==> src/rtl/sigma_16p_spread.sv <==
`default_nettype none
// ============================================================================
//  Module      : sigma_16p_spread
//  Description : Splits a 12-bit two's-complement frame total into 16
//                sign-magnitude samples and paces them with a square-wave
//                sampling clock. Its outputs feed a sigma_16p accumulator.
//  Revision    : 1.0 - initial release
// ============================================================================
module sigma_16p_spread #(
  parameter int HALF_PER = 10
) (
  input  logic        clk,
  input  logic        res,
  input  logic [11:0] data_in,
  input  logic        syn_in,
  output logic [7:0]  data_out,
  output logic        syn_out,
  output logic        busy,
  output logic        sat,
  output logic        ovr
);

  localparam logic [1:0] S_IDLE = 2'd0;
  localparam logic [1:0] S_LOW  = 2'd1;
  localparam logic [1:0] S_HIGH = 2'd2;

  localparam logic signed [11:0] C_MAX  = 12'sd2032;
  localparam logic signed [11:0] C_MIN  = -12'sd2032;
  localparam logic [7:0]         C_LAST = 8'(HALF_PER - 1);

  logic [1:0]        r_state;
  logic [1:0]        w_state_nxt;
  logic [7:0]        r_phase;
  logic [3:0]        r_k;
  logic [7:0]        r_q;        // floor(T/16), two's complement
  logic [3:0]        r_r;        // T mod 16: number of samples carrying q+1
  logic [7:0]        r_data_out;
  logic              r_syn_out;
  logic              r_busy;
  logic              r_sat;
  logic              r_ovr;

  logic [7:0]        w_data_nxt;
  logic              w_syn_nxt;
  logic              w_busy_nxt;
  logic              w_sat_nxt;
  logic              w_ovr_nxt;
  logic signed [11:0] w_din_s;
  logic signed [11:0] w_clip;
  logic              w_clipped;
  logic              w_load;
  logic              w_phase_end;

  // Sample k is q+1 for k<r, else q; result encoded as sign-magnitude.
  // Zero always encodes as 0x00 because a zero value never sets the sign.
  function automatic logic [7:0] encode(input logic [7:0] q, input logic [3:0] r,
                                        input logic [3:0] k);
    logic [8:0] v;
    logic [8:0] mag;
    v   = {q[7], q} + {8'd0, (k < r)};
    mag = v[8] ? (~v + 9'd1) : v;
    return {v[8], mag[6:0]};
  endfunction

  // Clip the incoming total to the range 16 samples of +/-127 can represent.
  always_comb begin
    w_din_s   = data_in;
    w_clip    = w_din_s;
    w_clipped = 1'b0;
    if (w_din_s > C_MAX) begin
      w_clip    = C_MAX;
      w_clipped = 1'b1;
    end else if (w_din_s < C_MIN) begin
      w_clip    = C_MIN;
      w_clipped = 1'b1;
    end
  end

  assign w_load      = syn_in && (r_state == S_IDLE);
  assign w_phase_end = (r_phase == C_LAST);

  // State register plus phase counter, sample index and split operands.
  always_ff @(posedge clk or negedge res) begin
    if (!res) begin
      r_state <= S_IDLE;
      r_phase <= 8'd0;
      r_k     <= 4'd0;
      r_q     <= 8'd0;
      r_r     <= 4'd0;
    end else begin
      r_state <= w_state_nxt;
      if (r_state == S_IDLE || w_phase_end) r_phase <= 8'd0;
      else                                  r_phase <= r_phase + 8'd1;
      if (w_load) begin
        r_k <= 4'd0;
        r_q <= w_clip[11:4];
        r_r <= w_clip[3:0];
      end else if (r_state == S_HIGH && w_phase_end) begin
        r_k <= r_k + 4'd1;
      end
    end
  end

  // Next-state: IDLE -> LOW on load, LOW <-> HIGH every HALF_PER cycles,
  // back to IDLE after the high phase of the sixteenth sample.
  always_comb begin
    w_state_nxt = r_state;
    case (r_state)
      S_IDLE:  if (w_load) w_state_nxt = S_LOW;
      S_LOW:   if (w_phase_end) w_state_nxt = S_HIGH;
      S_HIGH:  if (w_phase_end) w_state_nxt = (r_k == 4'd15) ? S_IDLE : S_LOW;
      default: w_state_nxt = S_IDLE;
    endcase
  end

  // Next values of the registered outputs; data_out changes with each syn_out fall.
  always_comb begin
    w_data_nxt = r_data_out;
    w_syn_nxt  = r_syn_out;
    w_busy_nxt = (w_state_nxt != S_IDLE);
    w_sat_nxt  = r_sat;
    w_ovr_nxt  = syn_in && (r_state != S_IDLE);
    case (r_state)
      S_IDLE: begin
        w_syn_nxt  = 1'b0;
        w_data_nxt = 8'h00;
        if (w_load) begin
          w_data_nxt = encode(w_clip[11:4], w_clip[3:0], 4'd0);
          w_sat_nxt  = w_clipped;
        end
      end
      S_LOW: begin
        if (w_phase_end) w_syn_nxt = 1'b1;
      end
      S_HIGH: begin
        if (w_phase_end) begin
          w_syn_nxt  = 1'b0;
          w_data_nxt = (r_k == 4'd15) ? 8'h00 : encode(r_q, r_r, r_k + 4'd1);
        end
      end
      default: begin
        w_syn_nxt  = 1'b0;
        w_data_nxt = 8'h00;
      end
    endcase
  end

  // Output registers.
  always_ff @(posedge clk or negedge res) begin
    if (!res) begin
      r_data_out <= 8'h00;
      r_syn_out  <= 1'b0;
      r_busy     <= 1'b0;
      r_sat      <= 1'b0;
      r_ovr      <= 1'b0;
    end else begin
      r_data_out <= w_data_nxt;
      r_syn_out  <= w_syn_nxt;
      r_busy     <= w_busy_nxt;
      r_sat      <= w_sat_nxt;
      r_ovr      <= w_ovr_nxt;
    end
  end

  assign data_out = r_data_out;
  assign syn_out  = r_syn_out;
  assign busy     = r_busy;
  assign sat      = r_sat;
  assign ovr      = r_ovr;

endmodule
`default_nettype wire

==> config.mk <==
export PLATFORM = sky130hd
export DESIGN_NAME = sigma_16p_spread
export DESIGN_NICKNAME = d
export VERILOG_FILES = /design/src/rtl/sigma_16p_spread.sv
export SDC_FILE = /design/constraint.sdc
export NUM_CORES = 1
export LEC_CHECK = 0
export CORE_ASPECT_RATIO = 0.5
export CORE_MARGIN = 5
export CORE_UTILIZATION = 55
export DETAILED_ROUTE_END_ITERATION = 6
export PLACE_DENSITY_LB_ADDON = 0.3
export SYNTH_ARGS = -nofsm -noshare
export SYNTH_HDL_FRONTEND = slang
export SYNTH_SLANG_ARGS = --single-unit
==> constraint.sdc <==
create_clock -name clk -period 3.9 [get_ports clk]
set_input_delay 0.585 -clock clk [delete_from_list [all_inputs] [get_ports clk]]
set_output_delay 0.585 -clock clk [all_outputs]
set_load 0.01 [all_outputs]
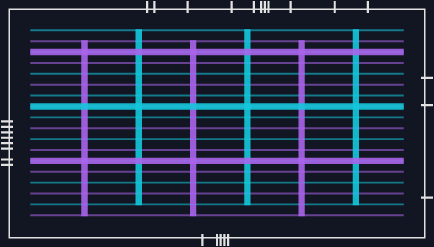
Fig. 1. Power grid.
Drawn at 4 px/µm. Pins as bars on the die edge.
[cyan] VDD
[purple] VSS
rows: 17
met1 rails: 18

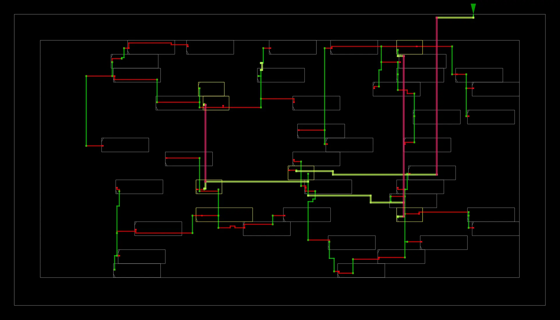
Fig. 2. Clock wiring as the flow saved it.
Flops: 38
Clk Latency, worst-skew pair: 0.30 ns
Clk power: 0.347 mW
Num CTS Buffers: 5

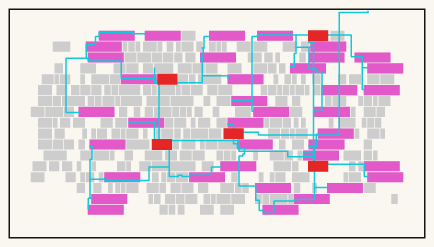
Fig. 3. Clock distribution.
Drawn at 4 px/µm.
[cyan] clock wires | length: 545 µm
[magenta] flip-flops | count: 38
[red] clock-net drivers | count: 5
routed clock nets: 6
clock power share: 0.177
Worst Skew: 0.00618 ns

==> out/qor.csv <==
metric,value,unit
distinct lib cells,48,
Port-buffer cells,26,
Final Hold Vio Count,0,
die height,56.8,µm
Clock transition at path regs,0.07,ns
hpwl dp,4.25,mm
reg2reg setup slack,0.37,ns
Final Core Density,0.690,
critical-path cell list,"clkdlybuf4s50_1, or4_1, o41ai_2, ha_1, or2_2, ha_1, ha_1, buf_4, a221oi_2, nor2_2, a31oi_1, xnor2_1, a22oi_1, a21oi_1",
number of global-route vias before repair,2110,
GRT met3 Usage,0.0459,
switch share,0.399,
Hold WS,0.384,ns
CP startpoint,data_in[8],
CP endpoint kind,register,
tool warnings,28,
Non-clk bufs,44,
maximum clock frequency,0.265,GHz
Net Sw Power,0.781,mW
clk cell area share,0.0378,
met3 WL,316,µm
Combinational Power Share,0.481,
status,"finished, final reports clean",
routability cong.,0.968,
internal power,1.18,mW
Synth Seq Share,0.395,
type of origin of the critical path,primary input,
Top Layout Cells,"38 x dfrtp_1, 25 x clkdlybuf4s50_1, 24 x nor2_1",
Most Crowded Layer GR,met2,
Longest Clk Path Bufs,2,
yosys stat chip area,2400,µm²
Final Critical Period,3.78,ns
Placement Cell Area,2830,µm²
pre-CTS WS,-0.370,ns
largest class,logic gates,
largest net degree at the start of global routing,39,
inverter count,13,
Worst Setup EP,data_out[4],
final design area excluding fillers,2980,µm²
buffer count from post-CTS setup fixing,0,
Pleak,1.31,nW
number of cells in Yosys stat,264,
Top-Level Pins,27,
Post-Place Cells,356,
Detailed Routing Iterations Pass 1,5,
"slowest stage delay, CP",0.54,ns
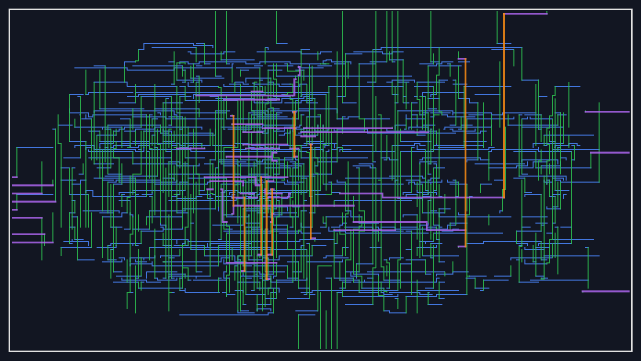
Fig. 4. Wiring by layer.
Drawn at 6 px/µm.
[green] M2 | wire length: 2,820 µm
[purple] M3 | wire length: 317 µm
[orange] M4 | wire length: 152 µm
[blue] M1 | wire length: 2,590 µm
Routed wire per std cell: 16.2 µm
DRT Wirelength: 5.88 mm
gr usage total: 0.208
via count: 2,151

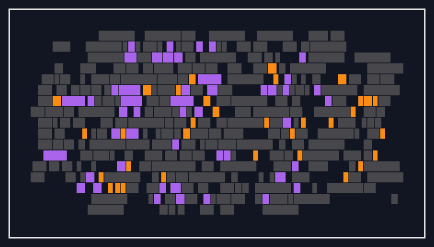
Fig. 5. Gate-type map.
Drawn at 4 px/µm.
[purple] aoi and oai cells | cells: 48 | most used: o21ai_0
[orange] nor cells | cells: 33 | most used: nor2_1
logic share of the area: 0.471
fin cells: 363

## critical path: cells and delay by family
family | cells | cell delay [ns]
AND-OR/OR-AND | 5 | 1.01
XOR/XNOR | 1 | 0.09
AND/OR/NAND/NOR | 3 | 0.97
buffers and inverters | 2 | 0.57
adder cells (fa/ha/maj) | 3 | 0.72
## kinds of logic after synthesis
| group | share of synthesized area |
|---|---|
| fa+ha+maj | 0.0676 |
| mux | 0.0219 |
| flops | 0.395 |
| compound gates | 0.162 |
| buf+inv | 0.0349 |
| xor+xnor | 0.120 |
| simple gates | 0.199 |
## registers in the layout (all words and copies together), names as in the netlist
signal,count
r_k,4
sat,1
busy,1
ovr,1
r_r,4
r_q,8
r_phase,8
r_state,2
data_out,8
syn_out,1
Power and IR drop assume default switching activity.
